==> config.mk <==
export PLATFORM = sky130hd
export DESIGN_NAME = fifo_ms_occ
export DESIGN_NICKNAME = d
export VERILOG_FILES = /design/src/rtl/fifo_ms_occ.sv
export SDC_FILE = /design/constraint.sdc
export NUM_CORES = 1
export LEC_CHECK = 0
export CORE_UTILIZATION = 25
export DETAILED_ROUTE_END_ITERATION = 8
export HOLD_SLACK_MARGIN = 0.05
export PLACE_DENSITY = 0.38
export SLEW_MARGIN = 20
export SYNTH_ARGS = -nofsm -noshare
export SYNTH_HDL_FRONTEND = slang
export SYNTH_SLANG_ARGS = --single-unit
==> constraint.sdc <==
create_clock -name clk -period 2.95 [get_ports clk]
set_clock_uncertainty 0.2 [all_clocks]
set_input_delay 0.7375 -clock clk [delete_from_list [all_inputs] [get_ports clk]]
set_output_delay 0.7375 -clock clk [all_outputs]
set_load 0.005 [all_outputs]
Fig. 1: congestion heat map
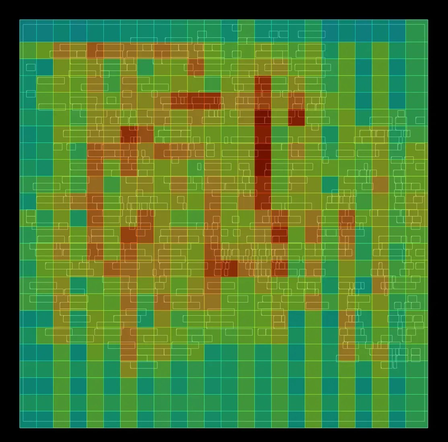
routing usage on met2: 22.2%
Total GRT Usage: 13.6%
global routing's busiest layer: met2

Fig. 2: I/O pins on the die edge
Scale: 3 px per um. Pins as bars across the die edge, other pins in gray.
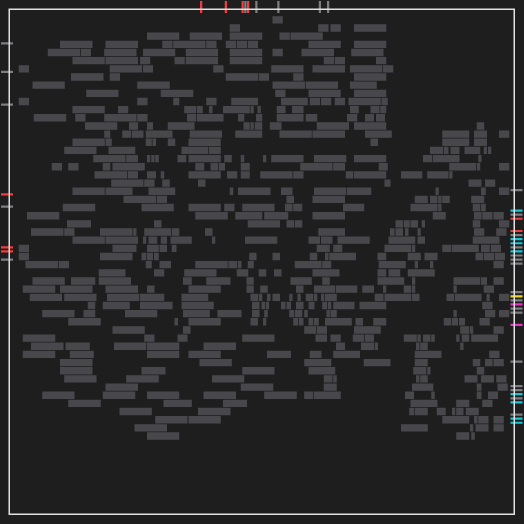
bad_tag: drawn in yellow, pins 1, direction output, edge right. dout: drawn in red, pins 9, direction output, edge 4 top, 3 left, 2 right. count: drawn in cyan, pins 8, direction output, edge right. overflow: drawn in magenta, pins 2, direction output, edge right.
All pins by edge: 29 right, 9 top, 8 left.
die width: 168 um
IO Port Bufs: 45
die y size: 168 um

Fig. 3: M3 wires
Scale: 3 px per um.
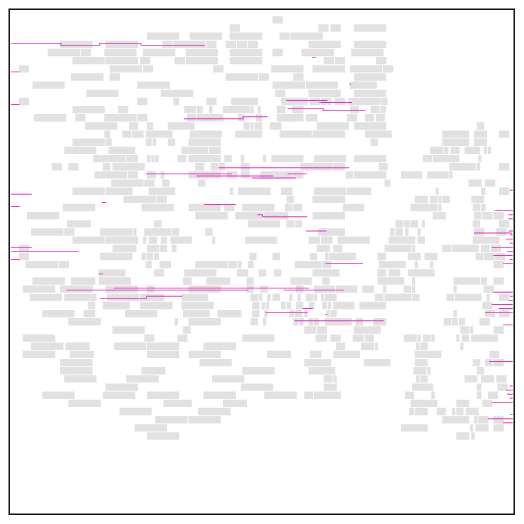
48 nets have wire on it. The layer carries 684 um of wire.
grt met3 use: 2.63%
vias: 3953

Fig. 4: wire density map
Scale: 2 px per um. 34 x 34 tiles, from dark blue (low) to red (high), scaled to the fullest tile. Values are wire area over tile area, all layers added.
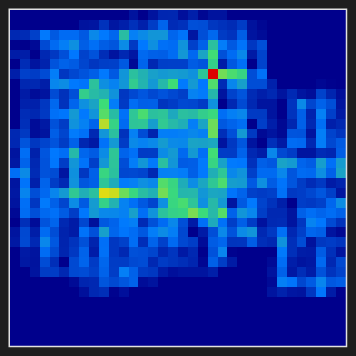
The mean over all tiles is 0.097. 30% of the tiles are nearly empty. The fullest tile reaches 0.68. The densest ninth of the die: center. 1.8% of the tiles are over half the peak.
total wire length: 17900 um
DR WL/cell: 20.5 um

Fig. 5: the metal 2 layer
Scale: 3 px per um.
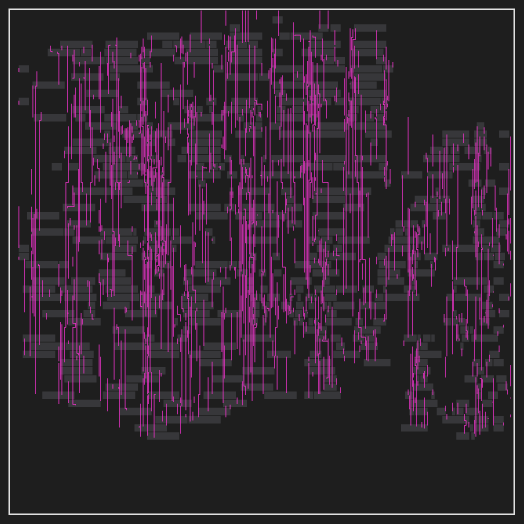
The longest straight run is 103 um. The layer holds 47% of the routed length. The wires run mostly vertical.

==> results.ini <==
[flow_run]
openroad.warnings=32
drv_cap=0

[layout]
final-nonclk-buf-share_pct=11.2
area_growth_pct=27.2
inv_count=22
postLayoutCellArea_sq_um=8750
logic_area_sq_um=1950
post-route-util_pct=32.5
antenna_cells=0
ff_count=163
lay_top_count=edfxtp_1
fill_cells=2623
clock_area_share_pct=6.75

[synthesis]
ys_top_cells_by_count=edfxtp_1 (128), dfrtp_1 (35), mux2i_1 (29), nor2_1 (26), inv_1 (22)
most_common_cell=edfxtp_1
yosys_area_sq_um=6880
ff_type=edfxtp_1
yosys_warnings=0
async_flop_share_pct=21.5

[sta]
slew_headroom_pct=56.9
rsz0062_at_grt=no
worstMarginPinSlew_ns=0.630

[floorplan]
rows=60
die_area_sq_um=28200
io-pin-count=46

[setup_path]
max_stage_delay_ns=0.49
path_buffers=3
startpoint_type=register
critPathKind=reg2out
path_cells=inv_2, ha_2, nor3b_1, buf_4, clkdlybuf4s50_1
cp.arrival_ns=1.94
cp_num_cells=5
crit_family=buffers and inverters

[clocking]
ctsHtreeMaxLevel=4
clk_root_buffer_cell=clkbuf_16

[routing]
wl_met2_um=8510
drt_iter0_markers=257
ant_nets=0
m1WireLength_um=8530
routed-wl-met3_um=683
top_layer=met4

[run_status]
status=complete, no violations

[hold_path]
hp-class=reg2reg

[power]
power_mw=8.02

[grt]
use_met1_pct=18.2

==> per-stage QoR <==
| stage | std cells | setup TNS (ns) |
|---|---|---|
| final | 877 | 0 |
| after global routing | 877 | 0 |
| after CTS | 874 | 0 |
| after detailed placement | 842 | -0.918 |
| after global placement | 842 | -1.70 |
| after floorplan | 419 | 0 |
==> power breakdown <==
| group | switching (mW) | internal [mW] |
|---|---|---|
| logic | 1.18 | 1.36 |
| registers | 0.391 | 2.84 |
| clock network | 0.979 | 1.27 |
| total | 2.55 | 5.47 |
==> timing repair <==
| action | CTS | global route |
|---|---|---|
| resized | 4 | 4 |
| hold buffers | 0 | 0 |
| setup endpoints to repair | 4 | 4 |
| hold endpoints to repair | 0 | 0 |
| setup buffers | 1 | 3 |
Power is estimated from default activity; no workload was simulated.
